Fig. 1: cell sizes after repair
The bar under the picture is 50 µm long.
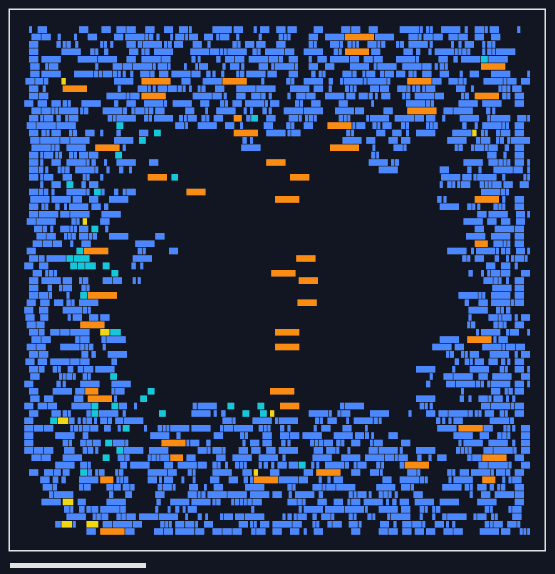
Fig. 2: the clock network
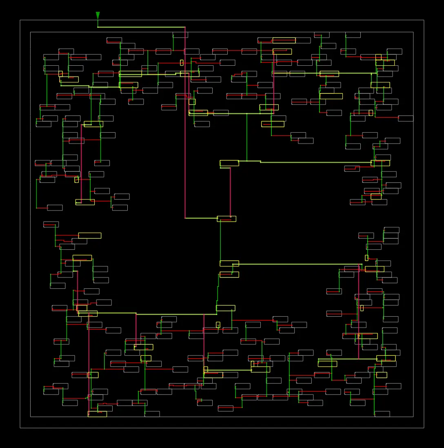
Fig. 3: clock distribution
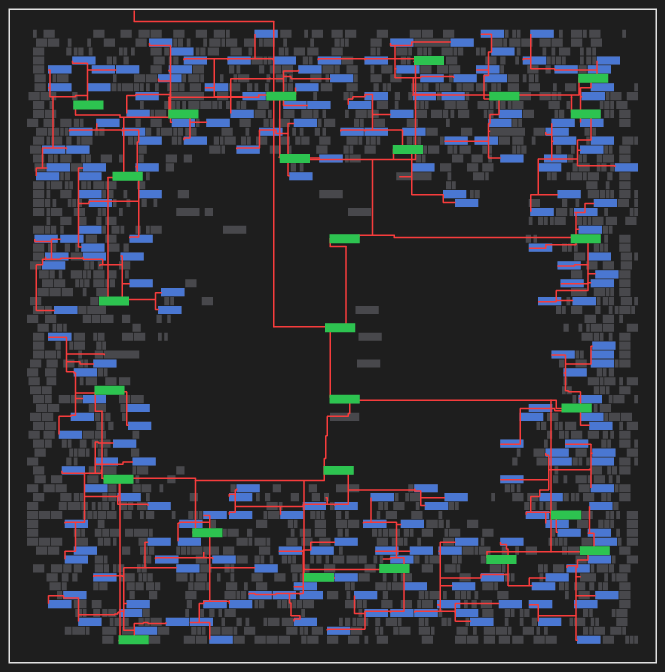
Fig. 4: signal wires on met4
The bar under the picture is 50 µm long.
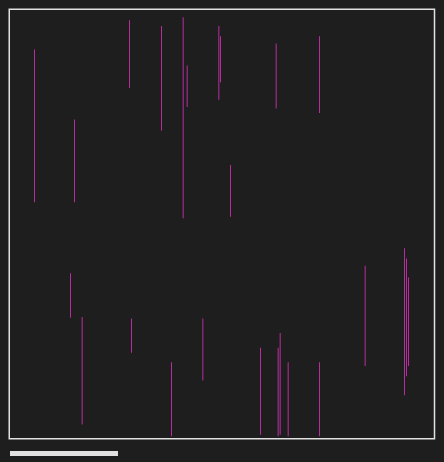
--- src/rtl/remora_pkg.sv ---
// Shared definitions for the command-frame controller: FSM state encoding,
// frame headers, field positions inside the 240-bit SPI frame and the
// little-endian byte-swap helpers used to decode multi-byte fields.
package remora_pkg;

    typedef enum logic [1:0] {
        S_WAIT    = 2'd0,
        S_RUN     = 2'd1,
        S_TIMEOUT = 2'd2,
        S_ESTOP   = 2'd3
    } state_t;

    localparam logic [31:0] HDR_DATA = 32'h64617461;  // "data"
    localparam logic [31:0] HDR_ESTP = 32'h65737470;  // "estp"

    // MSB position of each field; the byte at the highest bits is the LSB.
    localparam int HDR_MSB      = 239;
    localparam int JOINT0_MSB   = 207;
    localparam int JOINT_STRIDE = 32;
    localparam int SP0_MSB      = 47;
    localparam int SP1_MSB      = 31;
    localparam int EN_MSB       = 15;
    localparam int DOUT_MSB     = 7;
    localparam int MAX_JOINTS   = 5;

    function automatic logic [31:0] bswap32(input logic [31:0] w);
        return {w[7:0], w[15:8], w[23:16], w[31:24]};
    endfunction

    function automatic logic [15:0] bswap16(input logic [15:0] w);
        return {w[7:0], w[15:8]};
    endfunction

endpackage

--- src/rtl/frame_cmd_ctrl_if.sv ---
// Frame hand-off from the SPI slave: the captured frame and its
// one-cycle completion strobe. rx_data is held stable while pkg_ok is high.
interface frame_cmd_ctrl_if #(
    parameter int BUFFER_SIZE = 240
);
    logic [BUFFER_SIZE-1:0] rx_data;
    logic                   pkg_ok;

    modport master (
        output rx_data,
        output pkg_ok
    );

    modport slave (
        input rx_data,
        input pkg_ok
    );
endinterface

--- src/rtl/frame_watchdog.sv ---
// Frame watchdog: counts cycles spent in RUN since the last valid frame and
// flags expiry on the last cycle of the period. The counter sits at zero
// whenever run is low, and restarts from zero on clr or on expiry.
// Compiled only when FRAME_WATCHDOG_EN is defined.
`ifdef FRAME_WATCHDOG_EN
module frame_watchdog #(
    parameter int TIMEOUT_CYCLES = 4800000
) (
    input  logic sysclk,
    input  logic rst,
    input  logic clr,
    input  logic run,
    output logic expired
);

    localparam int            CW   = $clog2(TIMEOUT_CYCLES);
    localparam logic [CW-1:0] LAST = CW'(TIMEOUT_CYCLES - 1);

    logic [CW-1:0] count;

    // Up-count while running; any reload, idle or expiry parks it at zero.
    always_ff @(posedge sysclk) begin
        if (rst || clr || !run || expired) begin
            count <= '0;
        end else begin
            count <= count + 1'b1;
        end
    end

    assign expired = (count == LAST);

endmodule
`endif

--- src/rtl/frame_cmd_ctrl.sv ---
// Command-frame controller between the SPI slave and the stepgen/PWM/DOUT
// datapath. Validates each frame header, latches joint commands, enables,
// PWM set-points and digital outputs atomically, and forces everything to
// zero on watchdog timeout or E-stop.
// Build option: FRAME_WATCHDOG_EN adds the frame watchdog and TIMEOUT state;
// without it RUN persists until E-stop or reset.
//
//   state   | meaning
//   --------+------------------------------------------------------------
//   WAIT    | armed, outputs zero, waiting for the first valid frame
//   RUN     | outputs follow the latest valid frame
//   TIMEOUT | no valid frame within the watchdog period, outputs zero
//   ESTOP   | E-stop latched, outputs zero until a safe re-arm frame
module frame_cmd_ctrl
    import remora_pkg::*;
#(
    parameter int BUFFER_SIZE    = 240,
    parameter int JOINTS         = 5,
    parameter int TIMEOUT_CYCLES = 4800000
) (
    input  logic                   sysclk,
    input  logic                   rst,
    frame_cmd_ctrl_if.slave        bus,
    input  logic                   estop_in,
    output logic [32*JOINTS-1:0]   jointFreqCmd,
    output logic [JOINTS-1:0]      jointEnable,
    output logic [31:0]            setPoint,
    output logic [7:0]             dout,
    output logic [31:0]            header_tx,
    output logic [1:0]             state,
    output logic                   error,
    output logic [15:0]            bad_hdr_cnt
);

    // The frame layout is fixed; refuse parameter sets it cannot describe.
    if (BUFFER_SIZE != 240 || JOINTS < 1 || JOINTS > MAX_JOINTS || TIMEOUT_CYCLES < 2) begin : g_bad_param
        $error("frame_cmd_ctrl: unsupported parameter set");
    end

    logic [BUFFER_SIZE-1:0] frame;
    logic [31:0]            hdr_dec;
    logic [32*JOINTS-1:0]   cmd_dec;
    logic [JOINTS-1:0]      en_dec;
    logic [7:0]             en_byte;
    logic [31:0]            sp_dec;
    logic [7:0]             dout_dec;
    logic                   frame_valid;
    logic                   frame_bad;
    logic                   estop_meta;
    logic                   estop_s;
    logic                   wd_expired;
    state_t                 state_q;

    assign frame    = bus.rx_data;
    assign hdr_dec  = bswap32(frame[HDR_MSB -: 32]);
    assign en_byte  = frame[EN_MSB -: 8];
    assign sp_dec   = {bswap16(frame[SP1_MSB -: 16]), bswap16(frame[SP0_MSB -: 16])};
    assign dout_dec = frame[DOUT_MSB -: 8];

    for (genvar j = 0; j < JOINTS; j++) begin : g_joint
        assign cmd_dec[32*j +: 32] = bswap32(frame[JOINT0_MSB - JOINT_STRIDE*j -: 32]);
        assign en_dec[j]           = en_byte[7-j];
    end

    assign frame_valid = bus.pkg_ok && (hdr_dec == HDR_DATA);
    assign frame_bad   = bus.pkg_ok && (hdr_dec != HDR_DATA);
    assign state       = state_q;

    // Two-flop synchronizer for the asynchronous E-stop pin.
    always_ff @(posedge sysclk) begin
        if (rst) begin
            estop_meta <= 1'b0;
            estop_s    <= 1'b0;
        end else begin
            estop_meta <= estop_in;
            estop_s    <= estop_meta;
        end
    end

    // Saturating count of frames rejected for a bad header, in any state.
    always_ff @(posedge sysclk) begin
        if (rst) begin
            bad_hdr_cnt <= '0;
        end else if (frame_bad && bad_hdr_cnt != 16'hFFFF) begin
            bad_hdr_cnt <= bad_hdr_cnt + 16'd1;
        end
    end

`ifdef FRAME_WATCHDOG_EN
    frame_watchdog #(
        .TIMEOUT_CYCLES (TIMEOUT_CYCLES)
    ) u_watchdog (
        .sysclk  (sysclk),
        .rst     (rst),
        .clr     (frame_valid),
        .run     (state_q == S_RUN && !estop_s),
        .expired (wd_expired)
    );
`else
    assign wd_expired = 1'b0;
`endif

    // Sequencer with registered outputs: E-stop first, then valid frames,
    // then watchdog expiry. Re-arm from ESTOP needs a frame with no enables.
    always_ff @(posedge sysclk) begin
        if (rst) begin
            state_q      <= S_WAIT;
            jointFreqCmd <= '0;
            jointEnable  <= '0;
            setPoint     <= '0;
            dout         <= '0;
            error        <= 1'b0;
            header_tx    <= HDR_DATA;
        end else if (estop_s) begin
            state_q      <= S_ESTOP;
            jointFreqCmd <= '0;
            jointEnable  <= '0;
            setPoint     <= '0;
            dout         <= '0;
            error        <= 1'b1;
            header_tx    <= HDR_ESTP;
        end else begin
            case (state_q)
                S_ESTOP: begin
                    if (frame_valid && en_byte == 8'h00) begin
                        state_q   <= S_WAIT;
                        error     <= 1'b0;
                        header_tx <= HDR_DATA;
                    end
                end
                default: begin
                    if (frame_valid) begin
                        state_q      <= S_RUN;
                        jointFreqCmd <= cmd_dec;
                        jointEnable  <= en_dec;
                        setPoint     <= sp_dec;
                        dout         <= dout_dec;
                        error        <= 1'b0;
                        header_tx    <= HDR_DATA;
                    end else if (state_q == S_RUN && wd_expired) begin
                        state_q      <= S_TIMEOUT;
                        jointFreqCmd <= '0;
                        jointEnable  <= '0;
                        setPoint     <= '0;
                        dout         <= '0;
                        error        <= 1'b1;
                    end
                end
            endcase
        end
    end

endmodule

--- src/flat_wrapper.sv ---
// flat-port wrapper written by rule: the top's interface ports become plain ports
module frame_cmd_ctrl_flat import remora_pkg::*;
#(
    parameter int BUFFER_SIZE    = 240,
    parameter int JOINTS         = 5,
    parameter int TIMEOUT_CYCLES = 4800000
)
  (sysclk, rst, estop_in, jointFreqCmd, jointEnable, setPoint, dout, header_tx, state, error, bad_hdr_cnt, bus_rx_data, bus_pkg_ok);
  frame_cmd_ctrl_if #(.BUFFER_SIZE(BUFFER_SIZE)) bus_i ();
  input  logic sysclk;
  input  logic rst;
  input  logic estop_in;
  output logic [32*JOINTS-1:0] jointFreqCmd;
  output logic [JOINTS-1:0] jointEnable;
  output logic [31:0] setPoint;
  output logic [7:0] dout;
  output logic [31:0] header_tx;
  output logic [1:0] state;
  output logic error;
  output logic [15:0] bad_hdr_cnt;
  input wire logic [$bits(bus_i.rx_data)-1:0] bus_rx_data;
  input wire logic [$bits(bus_i.pkg_ok)-1:0] bus_pkg_ok;
  assign bus_i.rx_data = bus_rx_data;
  assign bus_i.pkg_ok = bus_pkg_ok;
  frame_cmd_ctrl #(.BUFFER_SIZE(BUFFER_SIZE), .JOINTS(JOINTS), .TIMEOUT_CYCLES(TIMEOUT_CYCLES)) u_core (.sysclk(sysclk), .rst(rst), .bus(bus_i), .estop_in(estop_in), .jointFreqCmd(jointFreqCmd), .jointEnable(jointEnable), .setPoint(setPoint), .dout(dout), .header_tx(header_tx), .state(state), .error(error), .bad_hdr_cnt(bad_hdr_cnt));
endmodule
--- config.mk ---
export PLATFORM = sky130hd
export DESIGN_NAME = frame_cmd_ctrl_flat
export DESIGN_NICKNAME = d
export VERILOG_FILES = /design/src/rtl/remora_pkg.sv /design/src/rtl/frame_cmd_ctrl_if.sv /design/src/rtl/frame_watchdog.sv /design/src/rtl/frame_cmd_ctrl.sv /design/src/flat_wrapper.sv
export SDC_FILE = /design/constraint.sdc
export NUM_CORES = 1
export LEC_CHECK = 0
export CAP_MARGIN = 20
export CORE_AREA = 5 5 192 194
export CTS_CLUSTER_DIAMETER = 150
export DETAILED_ROUTE_END_ITERATION = 8
export DIE_AREA = 0 0 197 199
export MAX_ROUTING_LAYER = met4
export SLEW_MARGIN = 20
export SYNTH_ARGS = -nofsm -noshare
export SYNTH_HDL_FRONTEND = slang
export SYNTH_HIERARCHICAL = 1
export SYNTH_SLANG_ARGS = --single-unit
--- constraint.sdc ---
create_clock -name sysclk -period 2.22 [get_ports sysclk]
set_input_delay 0.222 -clock sysclk [delete_from_list [all_inputs] [get_ports sysclk]]
set_output_delay 0.222 -clock sysclk [all_outputs]
set_load 0.005 [all_outputs]
==> flow_metrics.py <==
# Generated from Yosys and OpenROAD reports
metrics = {
    "status": {
        "outcome": "completed",
    },
    "cells_and_area": {
        "layout_top_cells": "clkdlybuf4s50_1 (472), nand2_1 (421), dfxtp_1 (226)",
        "drive_gt1_frac": 0.0610,
        "layout_top_cell_excl_fill_tap": "clkdlybuf4s50_1",
    },
    "pwr": {
        "switchingPower_w": 0.00192,
        "seqPwrFrac": 0.434,
        "p_int_w": 0.00746,
        "powerDensity_mw_per_mm2": 643,
    },
    "min_path": {
        "worstHoldPathType": "input port to flip-flop",
    },
    "global_routing": {
        "grt_pass1_wl_um": 48000,
        "grt_overflow": 0,
        "antenna_found_initial": 0,
    },
    "synthesis": {
        "yosysWarnings": 6,
        "synth_cells": 1060,
        "synth_area_mm2": 0.00836,
        "synth_seq_share": 0.541,
    },
    "routing": {
        "drc": 0,
        "first_iter_violations": 298,
        "wl_per_cell_um": 16.3,
    },
    "placed_design": {
        "io_buffers": 472,
        "dp_hpwl_um": 24800,
    },
    "timing": {
        "period_minus_slack_ps": 2090,
        "rsz0062_at_grt": "no",
        "finalHoldViolCount": 0,
    },
    "die": {
        "dieWidth_um": 197,
        "ios": 500,
        "fp_util": 0.239,
        "placement_rows": 69,
    },
    "flow_run": {
        "maxCapViolCount": 0,
    },
    "clocking": {
        "cts_tree": "yes",
        "cts_resized": 0,
        "cts_buffer_depth": 3,
        "hold_buffers": 0,
    },
    "worst_setup_path": {
        "cpPeakStageDelay_ps": 590,
        "crit_buf_inv": 4,
        "crit_type": "input port to flip-flop",
        "crit_chain": "clkdlybuf4s50_1 -> nor4b_1 -> nand4_1 -> buf_4 -> nor3_4 -> buf_4 -> buf_12 -> nand2_1 -> a21oi_1",
        "crit_slowest_cell": "nor4b_1",
    },
}
-- Fig. 1 (at the start) --
Key: x3 and x4 = cyan [cells 38, share 2.5%]; x2 = yellow [cells 10, share 0.65%]; x1 and smaller = blue [cells 1,448, share 94%]; x6 and larger = orange [cells 46, share 3.0%]
Signal buffers: 514
Area growth syn-to-layout: 74.5%
worst setup margin: 129 ps

-- Fig. 2 (at the start) --
FF+latch count: 226
Layout clock buffers: 36
CTS Buf Count: 26
Clk. pwr: 0.00468 W
# clock sinks: 226

-- Fig. 3 (at the start) --
Key: clock-net drivers = green [count 26]; flip-flops = blue [count 226]; clock wires = red [length 3,110 µm]
There are 27 routed clock nets.
Clk pwr share: 0.499
clk ins delay skew pair: 520 ps
Fin Clk Skew: 9.40 ps

-- Fig. 4 (at the start) --
The layer holds 3.1% of the routed length. 19 nets have wire on it. The layer carries 998 µm of wire.
drt total wl: 32,700 µm
vias: 8,710

## power groups by stage
stage | clock, W | sequential [W] | combinational [W]
after floorplan | 0 | 0.00416 | 0.000150
after global placement | 0 | 0.00416 | 0.000634
after detailed placement | 0 | 0.00416 | 0.000634
after CTS | 0.00482 | 0.00407 | 0.000639
after global routing | 0.00501 | 0.00407 | 0.000674
final | 0.00468 | 0.00407 | 0.000634
## registers in the layout, summed over array words and instances, names as in the netlist
signal               cells
u_core/bad_hdr_cnt      16
u_core/dout              8
u_core/estop_meta        1
u_core/estop_s           1
u_core/header_tx         2
u_core/jointEnable       5
u_core/jointFreqCmd    160
u_core/setPoint         32
u_core/state             1
## cells by family (layout without fill, tap and decap cells)
logic type	count (synthesis)	in the layout	share of synthesized area
flops	226	226	0.541
fa+ha+maj	1	1	0.00150
mux	6	6	0.00778
simple gates	477	477	0.233
buf+inv	112	569	0.0694
other cells	2	27	0.000898
compound gates	236	236	0.146
## per-stage QoR
stage,std cells,setup slack [ps],TNS [ps],cell area [µm²],util
after floorplan,1085,231,0,8450,-
after global placement,1955,-388,-77120,13600,0.389
after detailed placement,1955,-456,-87310,13600,0.389
after CTS,2003,107,0,14600,0.416
after global routing,2003,63.3,0,14600,0.416
final,2003,129,0,14600,0.416
## worst reg2reg max path, stage by stage (launching register included)
cell and delay (ps):
dfxtp_1 420, ha_1 200, nand2_1 110, or3_1 400, nor2_1 360, buf_4 210
o311ai_0 110, o41ai_1 90
## worst paths after layout
kind	start	end	slack [ps]	cells after the start
min reg2reg	u_core/estop_meta	u_core/estop_s	450	1
min	bus_rx_data[124]	u_core/jointFreqCmd[84]	250	3
max	bus_rx_data[218]	u_core/jointFreqCmd[138]	130	9
max reg2reg	u_core/bad_hdr_cnt[0]	u_core/bad_hdr_cnt[2]	220	7
## per-layer routing
| metal | vias to the layer above | routed length, µm | global-route usage |
|---|---|---|---|
| li1 | 4328 | - | - |
| met1 | 4003 | 12900 | 0.180 |
| met2 | 326 | 16400 | 0.268 |
| met3 | 53 | 2360 | 0.0390 |
| met4 | 0 | 998 | 0.0526 |
| met5 | - | 0 | - |
## cell usage after synthesis (all sizes together)
master | instances | area (µm²)
buf | 57 | 374
clkbuf | 48 | 180
a21oi | 218 | 1090
mux2 | 4 | 45.0
conb | 2 | 7.51
a21boi | 1 | 7.51
nor3 | 2 | 15.0
o311ai | 1 | 8.76
nor4b | 5 | 43.8
o31ai | 7 | 52.6
nor4bb | 3 | 30.0
nand4 | 5 | 37.5
or4 | 8 | 60.1
nand3 | 6 | 30.0
nor2 | 7 | 26.3
mux2i | 2 | 20.0
or2 | 1 | 6.26
o41ai | 1 | 8.76
or3 | 6 | 37.5
ha | 1 | 12.5
o21ai | 5 | 25.0
nand2 | 422 | 1580
inv | 7 | 26.3
o21ba | 1 | 10.0
nor4 | 5 | 31.3
nor2b | 6 | 37.5
o31a | 1 | 8.76
o2111ai | 1 | 8.76
dfxtp | 226 | 4520
and4b | 1 | 10.0
## area by class of cell
type	instances	share of cell area
Timing Repair Buffer	514	0.352
Tap cell	461	0.0395
Multi-Input combinational cell	747	0.231
Clock buffer	36	0.0521
Clock inverter	12	0.0131
Sequential cell	226	0.310
Inverter	7	0.00180
Power and IR drop assume default switching activity.
